Run 1, routed clock nets over the placement:
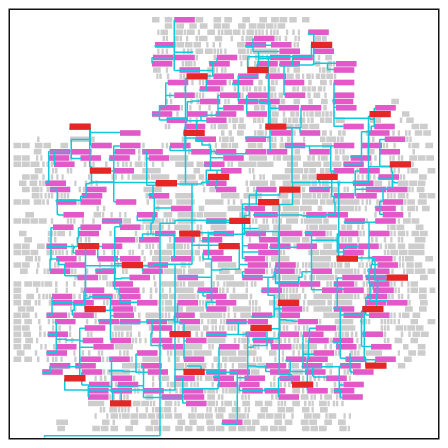
Run 1, sequential cells grouped by signal name:
Other sequential cells in the stronger gray, the rest of the logic in the fainter gray.
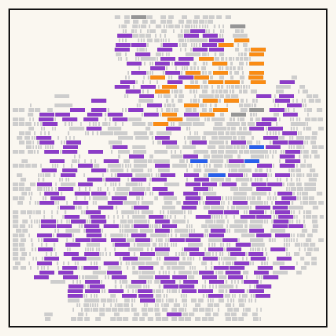
Run 1, track usage over the die:
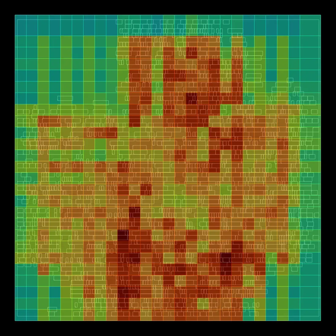
Run 1, PDN straps and rails:
Pins as bars on the die edge. Tap cells in gray.
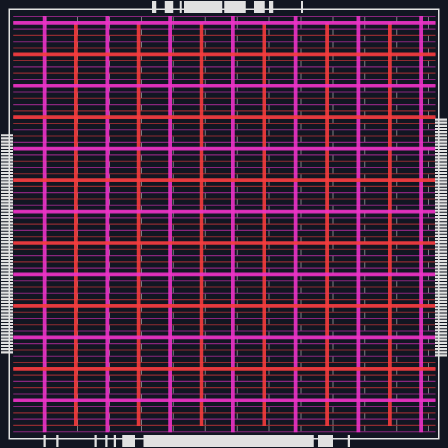
==> config.mk <==
export PLATFORM = sky130hd
export DESIGN_NAME = digest_window_scanner
export DESIGN_NICKNAME = d
export VERILOG_FILES = /design/src/rtl/digest_disp_pkg.sv /design/src/rtl/scroll_ticker.sv /design/src/rtl/digest_window_scanner.sv
export SDC_FILE = /design/constraint.sdc
export NUM_CORES = 1
export LEC_CHECK = 0
export CAP_MARGIN = 0
export CORE_UTILIZATION = 40
export DETAILED_ROUTE_END_ITERATION = 8
export PLACE_DENSITY = 0.72
export SYNTH_ARGS = -nofsm -noshare
export SYNTH_HDL_FRONTEND = slang
export SYNTH_SLANG_ARGS = --single-unit
==> constraint.sdc <==
create_clock -name clk -period 2.55 [get_ports clk]
set_input_delay 0.255 -clock clk [delete_from_list [all_inputs] [get_ports clk]]
set_output_delay 0.255 -clock clk [all_outputs]
set_load 0.03 [all_outputs]
==> src/rtl/digest_disp_pkg.sv <==
// Shared types and defaults for the digest window display path.
package digest_disp_pkg;

  typedef enum logic [1:0] {IDLE, MAN, AUTO} state_t;

  localparam int          DIGEST_W_DEF  = 256;
  localparam int          WIN_W_DEF     = 16;
  localparam logic [15:0] EMPTY_PAT_DEF = 16'hAAAA;

  // Window index width; a single-window digest still needs a 1-bit index.
  function automatic int sel_width(input int n_win);
    return (n_win > 1) ? $clog2(n_win) : 1;
  endfunction

endpackage

==> src/rtl/scroll_ticker.sv <==
// Auto-scroll timebase: tick counter, step rising-edge detector and index wrap.
// advance is a single-cycle pulse; a tick and a step edge together give one pulse.
module scroll_ticker #(
  parameter int TICK_DIV = 125000000,
  parameter int N_WIN    = 16,
  parameter int SEL_W    = 4
) (
  input  logic             clk,
  input  logic             rst,
  input  logic             en,
  input  logic             clr,
  input  logic             step,
  input  logic [SEL_W-1:0] idx,
  output logic             advance,
  output logic [SEL_W-1:0] idx_next
);

  localparam int               CNT_W    = $clog2(TICK_DIV);
  localparam logic [CNT_W-1:0] CNT_LAST = CNT_W'(TICK_DIV - 1);
  localparam logic [SEL_W-1:0] IDX_LAST = SEL_W'(N_WIN - 1);

  logic [CNT_W-1:0] tick_cnt;
  logic             step_q;
  logic             step_rise;
  logic             tick;

  assign step_rise = step & ~step_q;
  assign tick      = (tick_cnt == CNT_LAST);
  assign advance   = en & (tick | step_rise);
  assign idx_next  = (idx == IDX_LAST) ? '0 : idx + 1'b1;

  // Counter sits at zero outside AUTO so that entry always starts a fresh period.
  always_ff @(posedge clk or negedge rst) begin
    if (!rst) begin
      tick_cnt <= '0;
      step_q   <= 1'b0;
    end else begin
      step_q <= step;
      if (!en || clr || advance)
        tick_cnt <= '0;
      else
        tick_cnt <= tick_cnt + 1'b1;
    end
  end

endmodule

==> src/rtl/digest_window_scanner.sv <==
// Captures a hash digest and presents one WIN_W-bit window of it, manual or auto-scrolled.
// Define DIGEST_MATCH_EN to add the EXPECTED parameter and a registered match flag.
module digest_window_scanner
  import digest_disp_pkg::*;
#(
  parameter int                DIGEST_W  = DIGEST_W_DEF,
  parameter int                WIN_W     = WIN_W_DEF,
  parameter int                TICK_DIV  = 125000000,
  parameter logic [WIN_W-1:0]  EMPTY_PAT = WIN_W'(EMPTY_PAT_DEF),
`ifdef DIGEST_MATCH_EN
  parameter logic [DIGEST_W-1:0] EXPECTED = '0,
`endif
  localparam int               N_WIN     = DIGEST_W / WIN_W,
  localparam int               SEL_W     = sel_width(N_WIN)
) (
  input  logic                clk,
  input  logic                rst,
  input  logic [DIGEST_W-1:0] digest,
  input  logic                digest_valid,
  input  logic                hold,
  input  logic                mode,
  input  logic [SEL_W-1:0]    sel_in,
  input  logic                step,
  output logic [WIN_W-1:0]    window,
  output logic [SEL_W-1:0]    win_idx,
  output logic                loaded,
  output logic                match
);

  localparam logic [SEL_W-1:0] IDX_LAST = SEL_W'(N_WIN - 1);

  state_t                        state;
  logic [N_WIN-1:0][WIN_W-1:0]   digest_q;
  logic                          capture;
  logic                          auto_en;
  logic                          auto_clr;
  logic                          advance;
  logic [SEL_W-1:0]              idx_next;
  logic [SEL_W-1:0]              sel_clamped;

  assign capture     = digest_valid & ~hold;
  assign auto_en     = (state == AUTO);
  assign auto_clr    = capture & auto_en;
  assign sel_clamped = (sel_in > IDX_LAST) ? IDX_LAST : sel_in;

  scroll_ticker #(
    .TICK_DIV (TICK_DIV),
    .N_WIN    (N_WIN),
    .SEL_W    (SEL_W)
  ) u_ticker (
    .clk      (clk),
    .rst      (rst),
    .en       (auto_en),
    .clr      (auto_clr),
    .step     (step),
    .idx      (win_idx),
    .advance  (advance),
    .idx_next (idx_next)
  );

  always_ff @(posedge clk or negedge rst) begin
    if (!rst) begin
      state    <= IDLE;
      digest_q <= '0;
      loaded   <= 1'b0;
      win_idx  <= '0;
    end else begin
      if (capture) begin
        digest_q <= digest;
        loaded   <= 1'b1;
      end
      case (state)
        IDLE: begin
          if (capture) begin
            state   <= mode ? AUTO : MAN;
            win_idx <= '0;
          end
        end
        MAN: begin
          // Index is kept across the switch to AUTO rather than reloaded from sel_in.
          if (mode)
            state <= AUTO;
          else
            win_idx <= sel_clamped;
        end
        AUTO: begin
          if (!mode)
            state <= MAN;
          if (capture)
            win_idx <= '0;
          else if (advance)
            win_idx <= idx_next;
        end
        default: state <= IDLE;
      endcase
    end
  end

  assign window = (state == IDLE) ? EMPTY_PAT : digest_q[win_idx];

`ifdef DIGEST_MATCH_EN
  always_ff @(posedge clk or negedge rst) begin
    if (!rst)
      match <= 1'b0;
    else if (capture)
      match <= (digest == EXPECTED);
  end
`else
  assign match = 1'b0;
`endif

endmodule

==> ci_impl_report.md, run 1 <==
## Implementation flow summary

| Metric | Value |
|---|---|
| Max-slew headroom | 45.44% |
| Multi-input comb cells | 1014 |
| Global-route wire length before repair | 65140 um |
| Multi-input gate share of total cell area | 31.74% |
| Number of cells in the yosys synthesis report | 1396 |
| Critical path launch point | win_idx[0] |
| Commonest non-fill, non-tap cell in the layout | sky130_fd_sc_hd__nand2_1 |
| Unrepaired setup endpoints after global routing | true |
| Number of setup buffers added after CTS | 8 |
| Share of total power in the clock network | 30.4% |
| Total buffers and inverters traversed by the critical path | 3 |
| Critical hold path startpoint | step |
| Wire length on met1 | 17920 um |
| Violated checks | setup timing |
| Startpoint Class | flop |
| Required time at the endpoint of the critical path | 2300 ps |
| Top cells by area | sky130_fd_sc_hd__dfrtp_1 54%, sky130_fd_sc_hd__nand2_1 22%, sky130_fd_sc_hd__mux4_2 13%, sky130_fd_sc_hd__clkbuf_1 1.8%, sky130_fd_sc_hd__xnor2_1 0.91% |
| Tally of buffers added on design ports | 286 |
| Setup violations, final | 16 |
| Post-route worst setup slack | -500.6 ps |
| Topmost layer with routed signal wires | met5 |
| Cell mode on critical path | sky130_fd_sc_hd__mux4_2 |
| CLK BUF | 45 |
| Bufs on Longest Clock Path | 3 |
| Area share of the largest cell type after synthesis | 54.32% |
| Count of instances resized after the clock tree is built | 49 |
| Leading power group | sequential cells |
| Cell taking the most area after synthesis | sky130_fd_sc_hd__dfrtp_1 |
| Final sequential cell count | 291 |
| DR WL met3 | 3759 um |
| Chip area in the Yosys report | 0.01341 mm2 |
| Chip width | 185.1 um |
| Power in sequential cells | 5.68 mW |
| Power attributed to the clock group | 4.56 mW |
| Result of the run | complete, but fails checks |
| Ordered list of cells on the worst path | buf_8 > buf_12 > mux4_2 > mux4_2 > or2_4 > buf_6 |
| Design Area, Final | 0.01825 mm2 |
| Total placed instance area | 0.01692 mm2 |
| NumNets Final | 1956 |
| Ports | 288 |
| Row Count | 66 |
| Cell type taking the most area | sequential cells |
| Endpoint, Worst Hold | u_ticker.step_q |
| Fill cells | 2854 |
| Number of vias in the routed layout | 11150 |
| Net switching power figure | 4.637 mW |
| Final estimated routing congestion in global placement | 0.9303 |
| CP delay by family, top | multiplexers |
| Fin Setup TNS | -6956 ps |
| Non-clock buffer total of the final layout | 340 |
About 'routed clock nets over the placement':
- cyan: clock wires (length 3590 um)
- magenta: flip-flops (count 291)
- red: clock-net drivers (count 31)
- routed clock nets: 32
- flops lie: widely spread

About 'sequential cells grouped by signal name':
- purple: digest_q (flops 256; where widely spread)
- blue: win_idx (flops 4)
- orange: u_ticker.tick_cnt (flops 27)
- not colored: 4

About 'track usage over the die':
fraction of met2 tracks used by global routing: 38.74%
met3 track demand over resource: 5.230%
utilization after layout: 55.66%
highest-utilization routing layer at the global route stage: met2
WL per Instance: 20.07 um

About 'PDN straps and rails':
- red: VDD
- magenta: VSS
- signal pins: 288
- tap cells: 442

[run 1: registers in the layout, summed over array words and instances, names as in the netlist]
name and flops:
digest_q 256, u_ticker.tick_cnt 27, win_idx 4, state 2, loaded 1, u_ticker.step_q 1
[run 1: per-layer routing]
| layer | vias up | track usage [%] |
|---|---|---|
| li1 | 5070 | - |
| met4 | 4 | 13.45 |
| met1 | 5416 | 34.97 |
| met3 | 115 | 5.230 |
| met2 | 544 | 38.74 |
| met5 | - | 0 |
[run 1: logic make-up after synthesis]
kind of cell             after synthesis  synth area share [%]
flip-flops                           291                 54.32
buffers and inverters                 91                 2.940
other                                  1               0.02797
AND-OR/OR-AND                         26                 1.223
AND/OR/NAND/NOR                      876                 25.82
multiplexers                          84                 13.77
adder cells (fa/ha/maj)                5                0.4667
XOR/XNOR                              22                 1.437
==> run 1 -> run 2 <==
--- a/config.mk
+++ b/config.mk
@@ -5,6 +5,7 @@
 export SDC_FILE = /design/constraint.sdc
 export NUM_CORES = 1
 export LEC_CHECK = 0
+export ABC_CLOCK_PERIOD_IN_PS = 2550
 export CAP_MARGIN = 0
 export CORE_UTILIZATION = 40
 export DETAILED_ROUTE_END_ITERATION = 8
Run 2, routed clock nets over the placement:
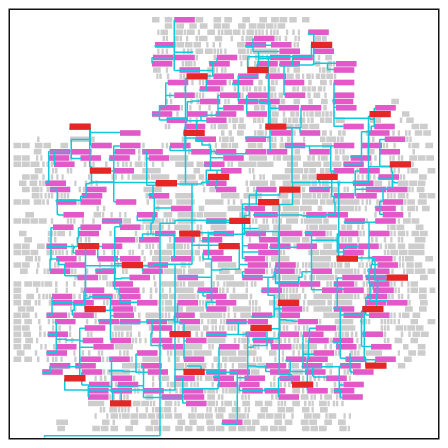
- magenta: flip-flops (count 291)
- red: clock-net drivers (count 31)
- cyan: clock wires (length 3590 um)
- flops lie: widely spread

==> run 2 against run 1 <==
  * The flow still finishes with violations (setup timing)
  * Area after synthesis did not move
  * Largest cell class unchanged
  * Fmax did not move
  * Global-route usage did not move
  * Worst setup slack did not move
  * Critical path type unchanged
  * Combinational power barely moved
  * Register-to-register slack barely moved
  * Sequential power barely moved
  * Sequential cell count did not move
  * Critical endpoint unchanged
  * Routed wire length did not move
  * Clock power barely moved
  * First-iteration DRC count did not move
==> ci_impl_report.md, run 2 <==
## Implementation flow summary

| Metric | Value |
|---|---|
| WL per Instance | 20.07 um |
| Commonest non-fill, non-tap cell in the layout | sky130_fd_sc_hd__nand2_1 |
| Fraction of met2 tracks used by global routing | 38.74% |
| Cell mode on critical path | sky130_fd_sc_hd__mux4_2 |
| Area share of the largest cell type after synthesis | 54.32% |
| Top register by number of flip-flops | digest_q |
| Share of total power in the clock network | 30.4% |
| Complex Gates by Area | 1.223% |
| Cell type taking the most area | sequential cells |
| Chip width | 185.1 um |
| Non-clock buffer total of the final layout | 340 |
| Global-route wire length before repair | 65140 um |
| Chip area in the Yosys report | 0.01341 mm2 |
| Post-synthesis mux area share | 13.77% |
| Synth Area in Adders | 0.4667% |
| Number of vias in the routed layout | 11150 |
| Startpoint Class | flop |
| CLK BUF | 45 |
| Post-route worst setup slack | -500.6 ps |
| Net switching power figure | 4.637 mW |
| Xor and xnor fraction of the mapped netlist area | 1.437% |
| Fill cells | 2854 |
| Number of cells in the yosys synthesis report | 1396 |
| Leading power group | sequential cells |
| Post-synthesis simple-gate area fraction | 25.82% |
| Count of instances resized after the clock tree is built | 49 |
| Utilization after layout | 55.66% |
| Tally of buffers added on design ports | 286 |
| Setup violations, final | 16 |
| Final sequential cell count | 291 |
| Total placed instance area | 0.01692 mm2 |
| Violated checks | setup timing |
| Bufs on Longest Clock Path | 3 |
| Cell taking the most area after synthesis | sky130_fd_sc_hd__dfrtp_1 |
| Met3 track demand over resource | 5.230% |
| Required time at the endpoint of the critical path | 2300 ps |
| Ordered list of cells on the worst path | buf_8 > buf_12 > mux4_2 > mux4_2 > or2_4 > buf_6 |
| Topmost layer with routed signal wires | met5 |
| Multi-input gate share of total cell area | 31.74% |
| Ports | 288 |
| Power in sequential cells | 5.68 mW |
| Largest registers | digest_q (256), u_ticker.tick_cnt (27), win_idx (4) |
| Result of the run | complete, but fails checks |
| Critical hold path startpoint | step |
| DR WL met3 | 3759 um |
| Dominant combinational cell family by area after synthesis | simple AND/OR/NAND/NOR gates |
| Endpoint, Worst Hold | u_ticker.step_q |
| Design Area, Final | 0.01825 mm2 |
Run 2, track usage over the die:
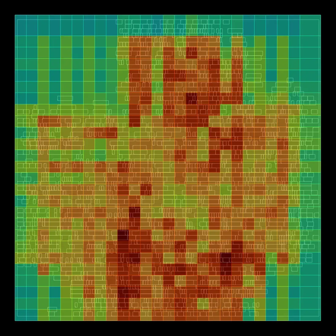
met1 track demand over resource in global routing: 34.97%
overall global routing resource usage: 25.64%

[run 2: cell counts after synthesis]
No cell type changed its count.
[run 2: worst max path at each step]
stage	startpoint	end	slack, ps	cells past startpoint
global placement	win_idx[0]	window[6]	-100	5
detailed placement	win_idx[0]	window[6]	-110	5
CTS	win_idx[0]	window[13]	-520	6
finish	win_idx[0]	window[9]	-500	6
global route	win_idx[0]	window[9]	-540	6
floorplan	win_idx[0]	window[0]	90	6
[run 2: critical path, delay by kind of cell, from the launching register on]
family / cells / cell delay [ps]
buf+inv: 3 / 440
flops: 1 / 480
mux: 2 / 1040
simple gates: 1 / 270
==> run 2 -> run 3 <==
--- a/config.mk
+++ b/config.mk
@@ -9,6 +9,7 @@
 export CAP_MARGIN = 0
 export CORE_UTILIZATION = 40
 export DETAILED_ROUTE_END_ITERATION = 8
+export GPL_ROUTABILITY_DRIVEN = 0
 export PLACE_DENSITY = 0.72
 export SYNTH_ARGS = -nofsm -noshare
 export SYNTH_HDL_FRONTEND = slang
Run 3, routed clock nets over the placement:
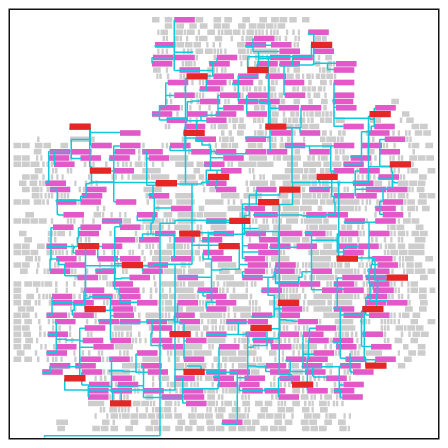
- red: clock-net drivers (count 31)
- magenta: flip-flops (count 291)
- cyan: clock wires (length 3590 um)
- flops lie: widely spread

==> run 3 against run 2 <==
  * The run still ends with setup timing left
  * Global-route usage unchanged
  * Worst setup slack is the same
  * Via count stayed put
  * Cell count did not move
  * Critical path depth stayed put
  * Fmax did not move
  * Clock power is essentially flat
  * Clock skew unchanged
  * Largest power group unchanged
  * Total power did not move
==> ci_impl_report.md, run 3 <==
## Implementation flow summary

| Metric | Value |
|---|---|
| Result of the run | complete, but fails checks |
| Violated checks | setup timing |
| Bufs on Longest Clock Path | 3 |
| Setup violations, final | 16 |
| Ports | 288 |
| Unrepaired setup endpoints after global routing | true |
| Post-route worst setup slack | -500.6 ps |
| Top cells by area | sky130_fd_sc_hd__dfrtp_1 54%, sky130_fd_sc_hd__nand2_1 22%, sky130_fd_sc_hd__mux4_2 13%, sky130_fd_sc_hd__clkbuf_1 1.8%, sky130_fd_sc_hd__xnor2_1 0.91% |
| Critical Path Stages | 6 |
| Design Area, Final | 0.01825 mm2 |
| Wire length on met1 | 17920 um |
| Largest registers | digest_q (256), u_ticker.tick_cnt (27), win_idx (4) |
| Met1 track demand over resource in global routing | 34.97% |
| Row Count | 66 |
| Cell type taking the most area | sequential cells |
| Count of instances resized after the clock tree is built | 49 |
| Startpoint Class | flop |
| Cell taking the most area after synthesis | sky130_fd_sc_hd__dfrtp_1 |
| Net switching power figure | 4.637 mW |
| Utilization after layout | 55.66% |
| Power attributed to the clock group | 4.56 mW |
Run 3, PDN straps and rails:
Pins as bars on the die edge. Tap cells in gray.
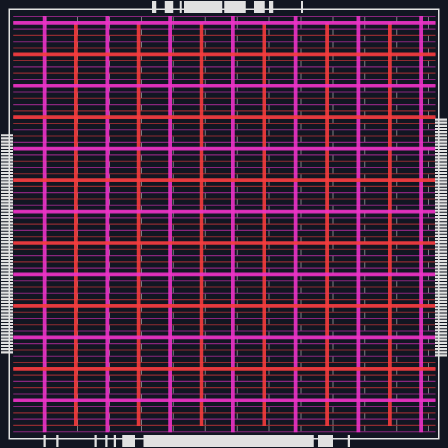
- magenta: VSS
- red: VDD
- met4 straps: 13
- tap cells: 442
- met5 straps: 13

==> run 3: cell counts after synthesis <==
No cell type changed its count.
==> run 3: final timing paths <==
| check | endpoint | startpoint | slack (ps) |
|---|---|---|---|
| worst max-delay path | window[9] | win_idx[0] | -500 |
| max in group asynchronous | digest_q[199] | rst | 1480 |
| worst max register to register | win_idx[0] | state[1] | 200 |
| min in group asynchronous | digest_q[207] | rst | 260 |
| worst min-delay path | u_ticker.step_q | step | 170 |
| worst min register to register | digest_q[43] | digest_q[43] | 470 |
==> run 3: logic make-up after synthesis <==
group	after synthesis	synth area share, %
mux	84	13.77
flops	291	54.32
buf+inv	91	2.940
xor+xnor	22	1.437
compound gates	26	1.223
simple gates	876	25.82
fa+ha+maj	5	0.4667
other cells	1	0.02797
No activity file was given, so power comes from the tool's default toggle rates.
